===== src/rtl/sa_pe_dbuf.sv =====
// Systolic-array PE with a double-buffered weight and a two-stage multiply/accumulate pipeline.
// Split mode runs two independent half-width lanes; sums optionally saturate.
module sa_pe_dbuf #(
  parameter int BIT_WIDTH = 8,
  parameter int ACC_WIDTH = 2*BIT_WIDTH+4,
  parameter int SATURATE  = 1
) (
  input  logic                 clk,
  input  logic                 reset,
  input  logic                 load_weight,
  input  logic                 weight_swap,
  input  logic                 in_valid,
  input  logic                 signed_mode,
  input  logic                 split_mode,
  input  logic                 clear_ovf,
  input  logic [ACC_WIDTH-1:0] input_top,
  input  logic [BIT_WIDTH-1:0] input_left,
  output logic [ACC_WIDTH-1:0] out_bot,
  output logic                 out_bot_valid,
  output logic [BIT_WIDTH-1:0] out_right,
  output logic                 out_right_valid,
  output logic                 ovf
);
  localparam int PW = 2*BIT_WIDTH;
  localparam int HB = BIT_WIDTH/2;
  localparam int HW = ACC_WIDTH/2;

  logic [BIT_WIDTH-1:0] w_act_q, w_act_d, w_shd_q, w_shd_d;
  logic [ACC_WIDTH-1:0] prod_q, prod_d;
  logic                 s1_valid_q, s1_valid_d, s1_signed_q, s1_split_q;
  logic [ACC_WIDTH-1:0] out_bot_q, sum_d;
  logic                 out_bot_valid_q;
  logic [BIT_WIDTH-1:0] out_right_q;
  logic                 out_right_valid_q;
  logic                 ovf_q, ovf_d, ovf_hit;

  logic signed [PW-1:0]        pf_s;
  logic        [PW-1:0]        pf_u;
  logic signed [BIT_WIDTH-1:0] pl_s, ph_s;
  logic        [BIT_WIDTH-1:0] pl_u, ph_u;
  logic        [ACC_WIDTH:0]   full_res;
  logic        [HW:0]          lo_res, hi_res;

  // Returns {overflow, result}; result is clamped only when SATURATE is set.
  function automatic logic [ACC_WIDTH:0] add_full(input logic [ACC_WIDTH-1:0] a,
                                                  input logic [ACC_WIDTH-1:0] b,
                                                  input logic sgn);
    logic [ACC_WIDTH:0]   s;
    logic                 ov;
    logic [ACC_WIDTH-1:0] r;
    s = {1'b0, a} + {1'b0, b};
    if (sgn) begin
      ov = (a[ACC_WIDTH-1] == b[ACC_WIDTH-1]) && (s[ACC_WIDTH-1] != a[ACC_WIDTH-1]);
      r  = a[ACC_WIDTH-1] ? {1'b1, {(ACC_WIDTH-1){1'b0}}} : {1'b0, {(ACC_WIDTH-1){1'b1}}};
    end else begin
      ov = s[ACC_WIDTH];
      r  = '1;
    end
    if (!(ov && (SATURATE != 0))) r = s[ACC_WIDTH-1:0];
    return {ov, r};
  endfunction

  function automatic logic [HW:0] add_lane(input logic [HW-1:0] a,
                                           input logic [HW-1:0] b,
                                           input logic sgn);
    logic [HW:0]   s;
    logic          ov;
    logic [HW-1:0] r;
    s = {1'b0, a} + {1'b0, b};
    if (sgn) begin
      ov = (a[HW-1] == b[HW-1]) && (s[HW-1] != a[HW-1]);
      r  = a[HW-1] ? {1'b1, {(HW-1){1'b0}}} : {1'b0, {(HW-1){1'b1}}};
    end else begin
      ov = s[HW];
      r  = '1;
    end
    if (!(ov && (SATURATE != 0))) r = s[HW-1:0];
    return {ov, r};
  endfunction

  // Stage 1: product against the active weight, extended to the accumulator (or lane) width.
  always_comb begin
    pf_s = PW'($signed(input_left)) * PW'($signed(w_act_q));
    pf_u = {{BIT_WIDTH{1'b0}}, input_left} * {{BIT_WIDTH{1'b0}}, w_act_q};
    pl_s = BIT_WIDTH'($signed(input_left[HB-1:0])) * BIT_WIDTH'($signed(w_act_q[HB-1:0]));
    ph_s = BIT_WIDTH'($signed(input_left[BIT_WIDTH-1:HB])) *
           BIT_WIDTH'($signed(w_act_q[BIT_WIDTH-1:HB]));
    pl_u = {{HB{1'b0}}, input_left[HB-1:0]} * {{HB{1'b0}}, w_act_q[HB-1:0]};
    ph_u = {{HB{1'b0}}, input_left[BIT_WIDTH-1:HB]} * {{HB{1'b0}}, w_act_q[BIT_WIDTH-1:HB]};
    prod_d = prod_q;
    s1_valid_d = in_valid & ~load_weight;
    if (s1_valid_d) begin
      if (split_mode) begin
        if (signed_mode) prod_d = {HW'(ph_s), HW'(pl_s)};
        else             prod_d = {HW'(ph_u), HW'(pl_u)};
      end else begin
        if (signed_mode) prod_d = ACC_WIDTH'(pf_s);
        else             prod_d = ACC_WIDTH'(pf_u);
      end
    end
    w_act_d = weight_swap ? w_shd_q : w_act_q;
    w_shd_d = load_weight ? input_left : w_shd_q;
  end

  // Stage 2: accumulate with the partial sum arriving from above this cycle.
  always_comb begin
    full_res = add_full(input_top, prod_q, s1_signed_q);
    lo_res   = add_lane(input_top[HW-1:0], prod_q[HW-1:0], s1_signed_q);
    hi_res   = add_lane(input_top[ACC_WIDTH-1:HW], prod_q[ACC_WIDTH-1:HW], s1_signed_q);
    if (s1_split_q) begin
      sum_d   = {hi_res[HW-1:0], lo_res[HW-1:0]};
      ovf_hit = s1_valid_q & (lo_res[HW] | hi_res[HW]);
    end else begin
      sum_d   = full_res[ACC_WIDTH-1:0];
      ovf_hit = s1_valid_q & full_res[ACC_WIDTH];
    end
    ovf_d = (ovf_q & ~clear_ovf) | ovf_hit;
  end

  always_ff @(posedge clk or negedge reset) begin
    if (!reset) begin
      w_act_q           <= '0;
      w_shd_q           <= '0;
      prod_q            <= '0;
      s1_valid_q        <= 1'b0;
      s1_signed_q       <= 1'b0;
      s1_split_q        <= 1'b0;
      out_bot_q         <= '0;
      out_bot_valid_q   <= 1'b0;
      out_right_q       <= '0;
      out_right_valid_q <= 1'b0;
      ovf_q             <= 1'b0;
    end else begin
      w_act_q           <= w_act_d;
      w_shd_q           <= w_shd_d;
      prod_q            <= prod_d;
      s1_valid_q        <= s1_valid_d;
      if (s1_valid_d) begin
        s1_signed_q <= signed_mode;
        s1_split_q  <= split_mode;
      end
      if (s1_valid_q) out_bot_q <= sum_d;
      out_bot_valid_q   <= s1_valid_q;
      out_right_q       <= input_left;
      out_right_valid_q <= s1_valid_d;
      ovf_q             <= ovf_d;
    end
  end

  assign out_bot         = out_bot_q;
  assign out_bot_valid   = out_bot_valid_q;
  assign out_right       = out_right_q;
  assign out_right_valid = out_right_valid_q;
  assign ovf             = ovf_q;
endmodule


===== config.mk =====
export PLATFORM = sky130hd
export DESIGN_NAME = sa_pe_dbuf
export DESIGN_NICKNAME = d
export VERILOG_FILES = /design/src/rtl/sa_pe_dbuf.sv
export SDC_FILE = /design/constraint.sdc
export NUM_CORES = 1
export LEC_CHECK = 0
export CAP_MARGIN = 10
export CORE_UTILIZATION = 45
export DETAILED_ROUTE_END_ITERATION = 8
export SLEW_MARGIN = 20
export SYNTH_ARGS = -nofsm -noshare
export SYNTH_HDL_FRONTEND = slang
export SYNTH_SLANG_ARGS = --single-unit

===== constraint.sdc =====
create_clock -name clk -period 6.1 [get_ports clk]
set_input_delay 0.915 -clock clk [delete_from_list [all_inputs] [get_ports clk]]
set_output_delay 0.915 -clock clk [all_outputs]
set_load 0.03 [all_outputs]

run_1/io_fan.png
(2 px per µm)
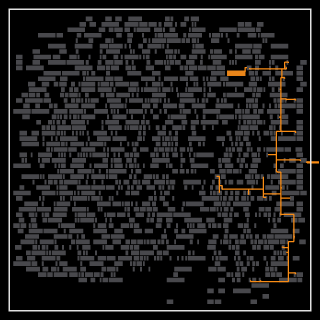
color	port	bits	direction	edge	end cells	buffers	wire
orange	out_right_valid	1	output	right	1	2	278 µm

run_1/clocks.png
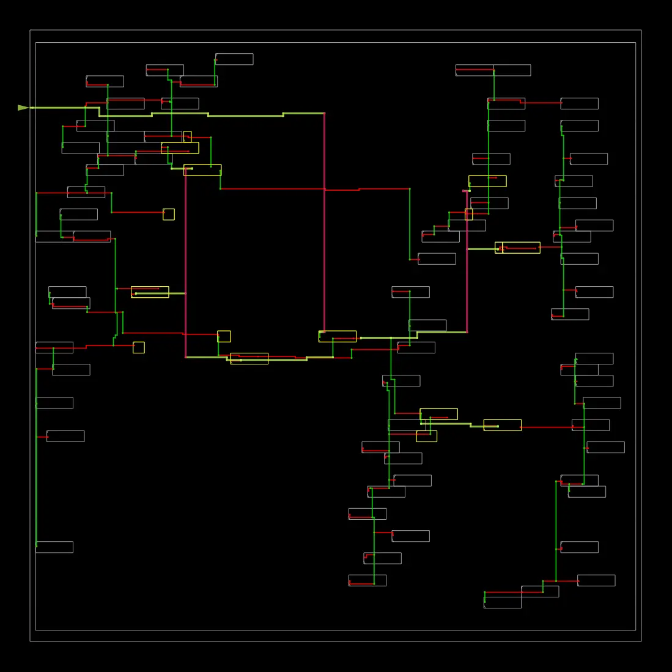
clock latency on the worst-skew pair: 0.35 ns
CTS buffer count: 9
number of sequential cells: 68
number of clock buffers in the layout: 10

==> impl_metrics.json, run 1 <==
{
  "status": "complete, no violations",
  "post_drt_wl_per_cell_um": 15.4,
  "ys_async_sr_fraction": 1.00,
  "critPathKind": "input pin to flip-flop",
  "vias": 7553,
  "pin_count_of_the_biggest_net_entering_global_routing": 69,
  "startpoint_class_of_the_critical_path": "input pin",
  "layout-area-overhead-vs-synth_pct": 13.5,
  "hold_class": "flip-flop to flip-flop",
  "r2r-start": "w_act_q[4]$_DFFE_PN0P_",
  "hold_end": "prod_q[0]$_DFFE_PN0P_",
  "yosys.cell_types.count": 73,
  "max_freq_mhz": 176,
  "drive_above_1_share": 0.0741,
  "detail_route.vias_per_cell": 5.16,
  "synthCells": 1113,
  "first_iter_violations": 233,
  "reg2reg_depth": 18,
  "synth.top_cells.by_count": "sky130_fd_sc_hd__inv_1 (212), sky130_fd_sc_hd__ha_1 (111), sky130_fd_sc_hd__fa_1 (109), sky130_fd_sc_hd__nand2_1 (84), sky130_fd_sc_hd__dfrtp_1 (68)",
  "ios": 67,
  "fill_cells": 2054,
  "portBuffers": 66,
  "grt_pass1_vias": 7797,
  "dp_hpwl_um": 18900,
  "placed_cell_area_um2": 10900
}
run_1/placement_by_type.png
(2 px per µm) Fill, decap, tap and diode cells in gray.
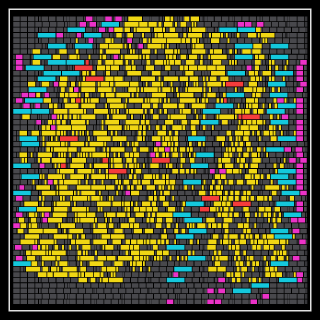
color	class	cells	share of their area
magenta	remaining buffers and delay cells	92	7.9%
cyan	sequential cells	68	16%
red	clock drivers and dummy loads	16	2.6%
yellow	combinational and other logic	1012	74%
final non-filler cell area: 11200 µm²
number of rows in the core area: 53

run 1: layout make-up:
class	instances	area share
inverter	212	0.0712
clock inverter	6	0.00347
tap	275	0.0308
sequential	68	0.152
timing repair buffer	92	0.0763
multi-input combinational	800	0.645
clock buffer	10	0.0214
run 1: metrics by stage:
stage	worst slack [ns]	std cells
after detailed placement	0.0431	1447
after floorplan	0.582	1113
after CTS	0.395	1463
final	0.404	1463
after global placement	0.113	1447
after global routing	0.0985	1463
run 1: worst max-delay path, stage by stage:
cell and delay, ns:
sky130_fd_sc_hd__clkdlybuf4s50_1 0.55, sky130_fd_sc_hd__and2_1 0.25, sky130_fd_sc_hd__fa_1 0.53, sky130_fd_sc_hd__inv_1 0.07
sky130_fd_sc_hd__fa_1 0.51, sky130_fd_sc_hd__inv_1 0.05, sky130_fd_sc_hd__fa_1 0.49, sky130_fd_sc_hd__inv_1 0.05
sky130_fd_sc_hd__fa_1 0.54, sky130_fd_sc_hd__inv_1 0.05, sky130_fd_sc_hd__ha_1 0.29, sky130_fd_sc_hd__o21a_1 0.13
sky130_fd_sc_hd__o31ai_2 0.07, sky130_fd_sc_hd__a21oi_1 0.22, sky130_fd_sc_hd__a41oi_2 0.16, sky130_fd_sc_hd__and2b_1 0.20
sky130_fd_sc_hd__xnor2_1 0.12, sky130_fd_sc_hd__mux4_2 0.44, sky130_fd_sc_hd__mux2_2 0.27
run 1: layer usage:
metal / routed length [µm] / global-route usage / up-vias
li1: - / - / 3793
met1: 11000 / 0.304 / 3565
met2: 10300 / 0.353 / 167
met3: 943 / 0.0302 / 28
met4: 346 / 0.0596 / 0
met5: 0 / 0 / -
run 1: flip-flops by register name, indices dropped and copies added, names as in the netlist:
name             flops
out_right            8
w_shd_q              8
out_bot_valid        1
out_right_valid      1
s1_split_q           1
w_act_q              8
s1_signed_q          1
ovf                  1
out_bot             20
prod_q              19
run 1: power by group:
| group | switching, µW | internal [µW] | leakage (µW) |
|---|---|---|---|
| Combinational | 2350 | 1870 | 0.00457 |
| Sequential | 101 | 585 | 0.000797 |
| Clock | 224 | 286 | 0.000135 |
run 1: logic make-up after synthesis:
| family | share of synthesized area |
|---|---|
| compound gates | 0.154 |
| xor+xnor | 0.0525 |
| fa+ha+maj | 0.362 |
| buf+inv | 0.0955 |
| flops | 0.173 |
| mux | 0.0304 |
| simple gates | 0.133 |
run 1: worst max path at each step:
stage	to	depth (start not counted)	from
detailed placement	prod_q[13]$_DFFE_PN0P_	19	input_left[3]
finish	prod_q[13]$_DFFE_PN0P_	19	input_left[3]
CTS	prod_q[13]$_DFFE_PN0P_	19	input_left[3]
floorplan	prod_q[13]$_DFFE_PN0P_	19	input_left[4]
global route	prod_q[15]$_DFFE_PN0P_	19	input_left[2]
global placement	prod_q[13]$_DFFE_PN0P_	19	input_left[3]
==> run 2: changes to the inputs <==
- PLACE_DENSITY_LB_ADDON: not set -> 0.08
- SETUP_SLACK_MARGIN: not set -> 0.2
run_2/layer_met2.png
(3 px per µm) Cells faint in the background.
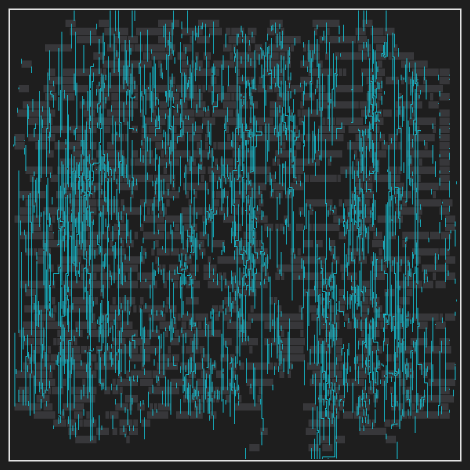
longest straight run	55.7 µm
wire length on this layer	11100 µm
nets with wire on the layer	1151

run_2/io_fan.png
(2 px per µm)
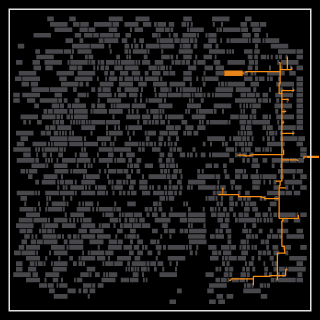
color	port	bits	direction	edge	end cells	buffers	wire
orange	out_right_valid	1	output	right	1	2	303 µm
IO buf count: 66
# IOs: 67

run_2/clk_routes.png
(3 px per µm)
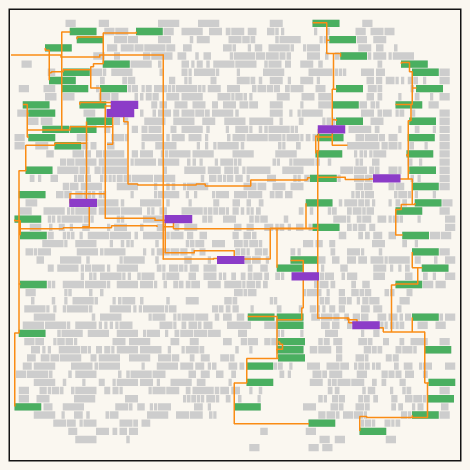
[orange] clock wires | length: 1380 µm
[green] flip-flops | count: 68
[purple] clock drivers | count: 9
flops lie	all over the die
share of total power in the clock network: 0.099
clock latency on the worst-skew pair: 0.36 ns
clock group power: 544 µW
post-route clock skew: 0.0147 ns

==> impl_metrics.json, run 2 <==
{
  "detail_route.vias_per_cell": 5.19,
  "pre_cts_ws_ns": -0.00633,
  "hold_class": "flip-flop to flip-flop",
  "power_switching_uw": 2700,
  "pin_count_of_the_biggest_net_entering_global_routing": 69,
  "sw_frac_of_total": 0.493,
  "dp_hpwl_um": 19400,
  "cts_buffers": 9,
  "core.rowCount": 53,
  "yosys.cell_types.count": 73,
  "synth.ff_latch_count": 68,
  "drive_above_1_share": 0.0741,
  "critPathKind": "input pin to flip-flop",
  "cp.buffers_inverters": 5,
  "max_freq_mhz": 178,
  "ys_async_sr_fraction": 1.00,
  "layout-area-overhead-vs-synth_pct": 13.9,
  "status": "complete, no violations",
  "final_design_area_no_fill_um2": 11200,
  "timing.critical_path.cells": "clkdlybuf4s50_1 > and2_4 > fa_1 > inv_1 > fa_1 > inv_1 > fa_1 > inv_1 > fa_1 > inv_1 > ha_1 > or2_1 > a21oi_1 > a21oi_1 > a41oi_2 > and2b_1 > xnor2_1 > mux4_2 > mux2_2",
  "sequentialPowerShare": 0.125,
  "grt_pass1_vias": 7682,
  "path_delay_family": "adder cells",
  "totalPowerFinal_uw": 5480,
  "flip_flop_count_of_the_largest_register_after_layout": 20,
  "first_iter_violations": 248,
  "critical-path-max-stage-delay_ns": 0.54,
  "fill_cells": 2033,
  "placed_cell_area_um2": 10900,
  "lay_top_cells": "sky130_fd_sc_hd__inv_1 (212), sky130_fd_sc_hd__ha_1 (111), sky130_fd_sc_hd__fa_1 (109)",
  "synth.top_cells.by_count": "sky130_fd_sc_hd__inv_1 (212), sky130_fd_sc_hd__ha_1 (111), sky130_fd_sc_hd__fa_1 (109), sky130_fd_sc_hd__nand2_1 (84), sky130_fd_sc_hd__dfrtp_1 (68)",
  "post_drt_wl_per_cell_um": 16.1,
  "critical-path-slowest-cell": "sky130_fd_sc_hd__fa_1",
  "p_comb_frac": 0.776,
  "number_of_standard_cells_in_the_final_layout_excluding_fillers": 1463,
  "startpoint_class_of_the_critical_path": "input pin",
  "vias": 7592,
  "placed_cells": 1447
}
## run 2: cell count changes in the layout (fill, tap and decap cells not counted), sizes merged
cell and change:
dlymetal6s2s +3, clkinv -1, bufinv +1, clkdlybuf4s50 -3
## run 2: logic make-up (layout without fill, tap and decap cells)
family	Yosys count	after routing	share of synthesized area
simple gates	270	270	0.133
buf+inv	245	320	0.0955
compound gates	228	228	0.154
fa+ha+maj	220	220	0.362
flops	68	68	0.173
xor+xnor	59	59	0.0525
mux	23	23	0.0304
## run 2: layer usage
layer  vias up  share of wire  GRT usage
met5         -              0          0
met4         0          0.015     0.0561
met3        26          0.030     0.0284
met2       135           0.47      0.375
met1      3638           0.48      0.308
li1       3793              -          -
## run 2: path summary, 6_finish.rpt
kind / startpoint / endpoint / slack [ns] / cells past startpoint
worst max-delay path: input_left[4] / prod_q[13]$_DFFE_PN0P_ / 0.50 / 19
worst min-delay path: prod_q[3]$_DFFE_PN0P_ / prod_q[3]$_DFFE_PN0P_ / 0.48 / 2
worst max register to register: w_act_q[7]$_DFFE_PN0P_ / prod_q[13]$_DFFE_PN0P_ / 0.98 / 18
worst min register to register: prod_q[3]$_DFFE_PN0P_ / prod_q[3]$_DFFE_PN0P_ / 0.48 / 2
max in group asynchronous: reset / out_right[2]$_DFF_PN0_ / 4.80 / 1
min in group asynchronous: reset / out_bot[16]$_DFFE_PN0P_ / 0.70 / 1
## run 2: worst register-to-register path, cell delays in order (launching register included)
cell and delay (ns):
sky130_fd_sc_hd__dfrtp_1 0.38, sky130_fd_sc_hd__inv_1 0.31, sky130_fd_sc_hd__nor2_1 0.13, sky130_fd_sc_hd__fa_1 0.55, sky130_fd_sc_hd__inv_1 0.05, sky130_fd_sc_hd__fa_1 0.53, sky130_fd_sc_hd__inv_1 0.05, sky130_fd_sc_hd__fa_1 0.52
sky130_fd_sc_hd__inv_1 0.06, sky130_fd_sc_hd__fa_1 0.54, sky130_fd_sc_hd__inv_1 0.05, sky130_fd_sc_hd__ha_1 0.31, sky130_fd_sc_hd__o21ai_0 0.10, sky130_fd_sc_hd__o21a_1 0.20, sky130_fd_sc_hd__o21ai_0 0.25, sky130_fd_sc_hd__nand2_1 0.10
sky130_fd_sc_hd__xnor2_1 0.13, sky130_fd_sc_hd__mux4_2 0.46, sky130_fd_sc_hd__mux2_2 0.27
## run 2: power by group through the flow
stage / logic [µW] / registers [µW] / clock network (µW)
global placement: 4220 / 691 / 0
finish: 4250 / 685 / 544
global route: 4840 / 704 / 574
floorplan: 3120 / 791 / 0
detailed placement: 4240 / 695 / 0
CTS: 4270 / 687 / 562
## run 2: cell type report
cell class                      count  area [µm²]  share of cell area
Clock inverter                      6        63.8             0.00569
Inverter                          212         796              0.0709
Tap cell                          275         344              0.0307
Clock buffer                       10         229              0.0204
Timing Repair Buffer               92         873              0.0778
Multi-Input combinational cell    800        7210               0.643
Sequential cell                    68        1700               0.152
Power is estimated from default activity; no workload was simulated.
